`config.mk`:
```
export PLATFORM = sky130hd
export DESIGN_NAME = rs_syndromes_il
export DESIGN_NICKNAME = d
export VERILOG_FILES = /design/src/rtl/rs_syndromes_il.sv
export SDC_FILE = /design/constraint.sdc
export NUM_CORES = 2
export LEC_CHECK = 0
export ABC_AREA = 1
export ABC_CLOCK_PERIOD_IN_PS = 25000
export CAP_MARGIN = 20
export CORE_MARGIN = 2
export CORE_UTILIZATION = 39
export DETAILED_ROUTE_END_ITERATION = 12
export PLACE_DENSITY = 0.57
export SYNTH_ARGS = -nofsm -noshare
export SYNTH_HDL_FRONTEND = slang
export SYNTH_SLANG_ARGS = --single-unit
```
`constraint.sdc`:
```
create_clock -name clk_in -period 25 [get_ports clk_in]
set_input_delay 5 -clock clk_in [delete_from_list [all_inputs] [get_ports clk_in]]
set_output_delay 5 -clock clk_in [all_outputs]
set_load 0.005 [all_outputs]
```
`src/rtl/rs_syndromes_il.sv`:
```
// rs_syndromes_il: interleave-aware Reed-Solomon syndrome calculator.
// Symbols of INTERLEAVE codewords arrive round-robin. Each channel's polynomial is
// Horner-evaluated at TWO_T roots. Completed blocks are snapshotted into an output
// bank, which is drained one channel per handshake.
// Optional feature macro: RS_SYND_ZERO_FLAG_EN enables the per-channel all-zero flag.
`timescale 1ns/1ps
module rs_syndromes_il #(
    parameter int         N          = 255,
    parameter int         TWO_T      = 32,
    parameter int         INTERLEAVE = 4,
    parameter int         FCR        = 112,
    parameter int         ROOT_STEP  = 11,
    parameter logic [8:0] GF_POLY    = 9'h187
) (
    input  logic                                              clk_in,
    input  logic                                              rst_in,
    input  logic                                              new_cvcdu,
    input  logic [7:0]                                        r_in,
    input  logic                                              data_valid_in,
    output logic [8*TWO_T-1:0]                                synd_out,
    output logic [((INTERLEAVE > 1) ? $clog2(INTERLEAVE) : 1)-1:0] synd_ch,
    output logic                                              synd_valid,
    input  logic                                              synd_ready,
    output logic                                              synd_zero,
    output logic                                              frame_abort,
    output logic                                              overflow
);
    localparam int CH_W  = (INTERLEAVE > 1) ? $clog2(INTERLEAVE) : 1;
    localparam int POS_W = $clog2(N + 1);
    localparam logic [CH_W-1:0]  CH_LAST  = CH_W'(INTERLEAVE - 1);
    localparam logic [POS_W-1:0] POS_LAST = POS_W'(N - 1);

    // GF(2^8) multiply; with one operand constant this reduces to an XOR network.
    function automatic logic [7:0] gf_mul(input logic [7:0] a, input logic [7:0] b);
        logic [7:0] p;
        logic [7:0] x;
        p = 8'h00;
        x = a;
        for (int i = 0; i < 8; i++) begin
            if (b[i]) p = p ^ x;
            x = x[7] ? ((x << 1) ^ GF_POLY[7:0]) : (x << 1);
        end
        return p;
    endfunction

    // alpha^e, evaluated only at elaboration to build the root constants.
    function automatic logic [7:0] gf_pow(input int e);
        logic [7:0] r;
        r = 8'h01;
        for (int i = 0; i < 255; i++) begin
            if (i < e) r = gf_mul(r, 8'h02);
        end
        return r;
    endfunction

    typedef enum logic {S_IDLE, S_DRAIN} state_t;

    logic              r_open;
    logic [CH_W-1:0]   r_ch;
    logic [POS_W-1:0]  r_pos;
    logic              r_frame_abort;
    logic              r_overflow;
    logic [7:0]        r_acc   [INTERLEAVE][TWO_T];
    logic [7:0]        r_obank [INTERLEAVE][TWO_T];
    state_t            r_state;
    state_t            w_state_nxt;
    logic [CH_W-1:0]   r_dch;
    logic [CH_W-1:0]   w_dch_nxt;
    logic              w_ovf;
    logic              w_accept;
    logic              w_last;
    logic              w_p0;
    logic [CH_W-1:0]   w_ch;
    logic [POS_W-1:0]  w_pos;
    logic [7:0]        w_upd  [TWO_T];
    logic [7:0]        w_snap [INTERLEAVE][TWO_T];

    // A marked symbol always restarts at k=0, so it overrides the running counters.
    assign w_accept = data_valid_in && (new_cvcdu || r_open);
    assign w_ch     = new_cvcdu ? '0 : r_ch;
    assign w_pos    = new_cvcdu ? '0 : r_pos;
    assign w_p0     = (w_pos == '0);
    assign w_last   = w_accept && (w_ch == CH_LAST) && (w_pos == POS_LAST);

    generate
        for (genvar j = 0; j < TWO_T; j++) begin : gen_root
            localparam logic [7:0] ROOT = gf_pow((ROOT_STEP * (FCR + j)) % 255);
            assign w_upd[j] = w_p0 ? r_in : (gf_mul(r_acc[w_ch][j], ROOT) ^ r_in);
        end
    endgenerate

    // Symbol counters, block-open flag and abort pulse.
    always_ff @(posedge clk_in or negedge rst_in) begin
        if (!rst_in) begin
            r_open        <= 1'b0;
            r_ch          <= '0;
            r_pos         <= '0;
            r_frame_abort <= 1'b0;
        end else begin
            r_frame_abort <= w_accept && new_cvcdu && r_open;
            if (w_last) begin
                r_open <= 1'b0;
                r_ch   <= '0;
                r_pos  <= '0;
            end else if (w_accept) begin
                r_open <= 1'b1;
                if (w_ch == CH_LAST) begin
                    r_ch  <= '0;
                    r_pos <= w_pos + 1'b1;
                end else begin
                    r_ch  <= w_ch + 1'b1;
                    r_pos <= w_pos;
                end
            end
        end
    end

    // Horner accumulators; p=0 loads the symbol directly, so no clear is needed.
    always_ff @(posedge clk_in) begin
        if (w_accept) begin
            for (int j = 0; j < TWO_T; j++) r_acc[w_ch][j] <= w_upd[j];
        end
    end

    // Snapshot view of the bank including the symbol accepted this cycle.
    always_comb begin
        for (int c = 0; c < INTERLEAVE; c++) begin
            for (int j = 0; j < TWO_T; j++) begin
                w_snap[c][j] = (CH_W'(c) == w_ch) ? w_upd[j] : r_acc[c][j];
            end
        end
    end

    // Output bank captured when the last symbol of a block is accepted.
    always_ff @(posedge clk_in) begin
        if (w_last) r_obank <= w_snap;
    end

`ifdef RS_SYND_ZERO_FLAG_EN
    logic [INTERLEAVE-1:0] r_zbank;
    logic [INTERLEAVE-1:0] w_snap_zero;

    // Per-channel all-zero reduction of the snapshot.
    always_comb begin
        for (int c = 0; c < INTERLEAVE; c++) begin
            w_snap_zero[c] = 1'b1;
            for (int j = 0; j < TWO_T; j++) begin
                if (w_snap[c][j] != 8'h00) w_snap_zero[c] = 1'b0;
            end
        end
    end

    // Zero flags travel with the output bank.
    always_ff @(posedge clk_in) begin
        if (w_last) r_zbank <= w_snap_zero;
    end

    assign synd_zero = (r_state == S_DRAIN) && r_zbank[r_dch];
`else
    assign synd_zero = 1'b0;
`endif

    // Drain state, drain channel and overflow pulse registers.
    always_ff @(posedge clk_in or negedge rst_in) begin
        if (!rst_in) begin
            r_state    <= S_IDLE;
            r_dch      <= '0;
            r_overflow <= 1'b0;
        end else begin
            r_state    <= w_state_nxt;
            r_dch      <= w_dch_nxt;
            r_overflow <= w_ovf;
        end
    end

    // Drain sequencing; a snapshot always restarts at channel 0.
    always_comb begin
        w_state_nxt = r_state;
        w_dch_nxt   = r_dch;
        w_ovf       = 1'b0;
        case (r_state)
            S_IDLE: begin
                if (w_last) begin
                    w_state_nxt = S_DRAIN;
                    w_dch_nxt   = '0;
                end
            end
            S_DRAIN: begin
                if (w_last) begin
                    w_dch_nxt = '0;
                    w_ovf     = !(synd_ready && (r_dch == CH_LAST));
                end else if (synd_ready) begin
                    if (r_dch == CH_LAST) begin
                        w_state_nxt = S_IDLE;
                        w_dch_nxt   = '0;
                    end else begin
                        w_dch_nxt = r_dch + 1'b1;
                    end
                end
            end
            default: begin
                w_state_nxt = S_IDLE;
                w_dch_nxt   = '0;
            end
        endcase
    end

    // Output mux: data is forced to zero whenever nothing is presented.
    always_comb begin
        synd_out = '0;
        if (r_state == S_DRAIN) begin
            for (int j = 0; j < TWO_T; j++) synd_out[8*j +: 8] = r_obank[r_dch][j];
        end
    end

    assign synd_valid  = (r_state == S_DRAIN);
    assign synd_ch     = r_dch;
    assign frame_abort = r_frame_abort;
    assign overflow    = r_overflow;
endmodule

```
==> images/met4.png <==
(1 px per micron) Supply wires on this layer in gray.
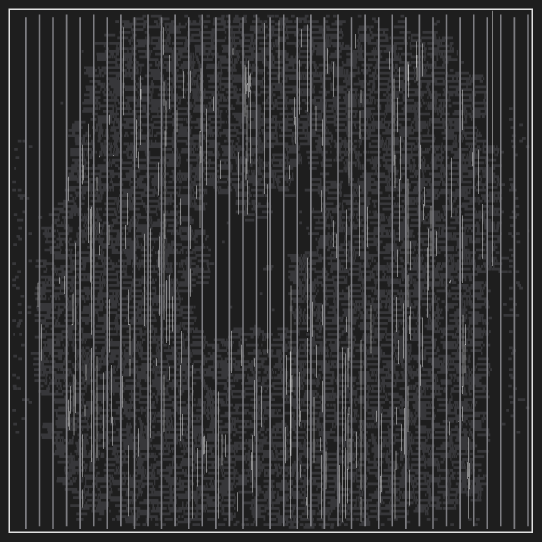
wire length on this layer: 9970 microns
main direction: vertical
nets with wire on the layer: 98
longest straight run: 255 microns
share of all routed wire: 3.0%
total number of vias: 80942
Routed WL: 331.8 mm

==> images/final_clocks.png <==
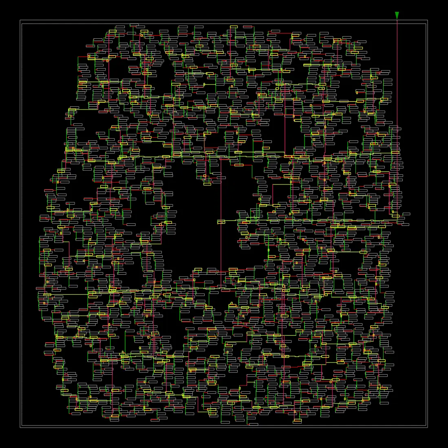
CTS Buf Count: 222
registers: 2064
Final Skew: 0.05738 ns
power of the clock network: 0.00316 W

==> images/registers.png <==
(1 px per micron)
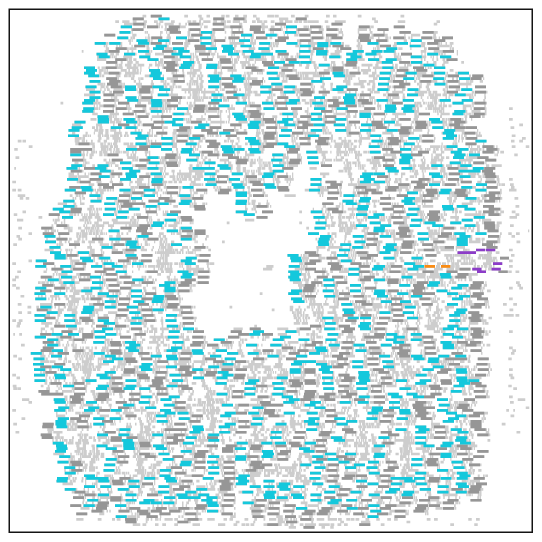
[cyan] r_acc | flops: 1024 | where: widely spread
[orange] r_ch | flops: 2
[purple] r_pos | flops: 8 | where: east
not colored: 1030

==> results_slide.txt <==
Run Summary

Power and ir drop
  – Static leakage: around 45 nW
  – Highest-power group: sequential cells
  – Power per cell area: just under 90 mW/mm^2
  – Combinational group power: about 0.0029 W
  – P_seq: about 0.0042 W
  – Internal Power: about 0.0068 W
  – Psw: around 0.0035 W
  – VDD IR max: between 0.07 and 0.08 mV
  – Switch share: 33.73%
  – Gate power share: 27.9%

Finish
  – Non-clock inverters: 460
  – Area Growth Syn to Fin: 11.66%
  – MI comb cells: 8072
  – Fin area: between 0.1 and 0.15 sq mm
  – Biggest regs: r_acc (1024), r_obank (1024), r_pos (8)
  – Non-Filler Instances: 14914
  – Final-stage net count: approximately 11000
  – CLK BUF: roughly 280
  – Non-clock buffers, area share: 3.324%
  – Storage element area: 0.06191 sq mm
  – Number of fill cells: between 20000 and 25000

Worst setup path
  – Worst Path Arrival: ~12 ns
  – WP depth: 11
  – Worst R2R End: r_obank[705]
  – Worst setup endpoint: r_obank[705]
  – CP max-delay cell: buf_4
  – Crit. End Element: flip-flop
  – CP required: ~26 ns
  – Worst-path cell chain: clkdlybuf4s50_1, nor2_4, buf_12, ha_1, inv_1, nor2_4, nand4_1, clkinvlp_4, buf_4, buf_4, buf_4
  – CP dominant cell by count: buf_4
  – RR Startpoint: r_ch[0]

STA
  – Fin crit period: 11.06 ns
  – PnR worst setup slack: ~14 ns
  – Max Freq: between 90 and 100 MHz
  – Worst hold margin: around 0.52 ns
  – Normalized max-slew margin: around 18%
  – RSZ-0062 raised after global routing: no
  – Slew @ Worst Pin: roughly 1.2 ns
  – Final setup violation count: 0

Logic synthesis
  – Avg Cell Area, Syn: between 9 and 10 sq um
  – Post-synth top cells: nand2_1 (3810), edfxtp_1 (2048), nor2_1 (1207)
  – Synthesized area: roughly 0.10 sq mm
  – Async SR Flop Fraction: less than 1%
  – Ys flops: 2064
  – Ys Warns: 0
  – Ys flop type: edfxtp_1
  – Syn nets: around 11000
  – Post-Synthesis Cells: 11262

GRT
  – Largest net degree at the start of global routing: about 190
  – GRT Util Overall: between 20% and 30%
  – Initial antenna violation count: 18
  – GR met1 Demand/Resource: about a third

Clocking
  – Post-CTS sizing: 0
  – H-tree Lvls: 4
  – # hold bufs at CTS: 0

Die
  – Tapcell Cnt: approximately 3500
  – Core area: about 0.27 sq mm
  – Row Count: roughly 190
  – Width of the die: between 500 and 600 microns

Drt
  – Met2 WL post-DR: roughly 160 mm
  – Metal-1 WL: approximately 140 mm
  – Antenna viol nets, final: 0
  – Met3 wire length: 24.76 mm
  – Vias per cell: between 5 and 6

Placed design
  – GP Congestion: between 0.8 and 0.9

Worst hold path
  – Worst hold endpoint: r_obank[43]
  – Tightest Hold Check Type: flip-flop to flip-flop

Job
  – Tool warning count: just under 90

Run status
  – Outcome: completed
==> cells by family (layout without fill, tap and decap cells) <==
family                   after synthesis  in the layout  synth area share, %
adder cells (fa/ha/maj)                8              8              0.09583
AND-OR/OR-AND                       1763           1763                9.221
flip-flops                          2064           2064                59.26
other                                  1              7             0.003590
buffers and inverters               1126           1239                4.620
AND/OR/NAND/NOR                     5765           5765                21.91
XOR/XNOR                             535            535                4.887
==> cells in the final DEF, fill, tap and decap left out, types with 132 or more instances in the layout <==
cell type,instances
xnor2_1,132
nand3_1,519
clkdlybuf4s50_1,267
o21ai_0,944
nor2_1,1206
nand2_1,3807
a21oi_1,407
o22ai_1,174
inv_1,435
edfxtp_1,2048
clkbuf_16,223
xor2_1,348
Power figures rest on the tool's default switching activity, not on a simulated workload.
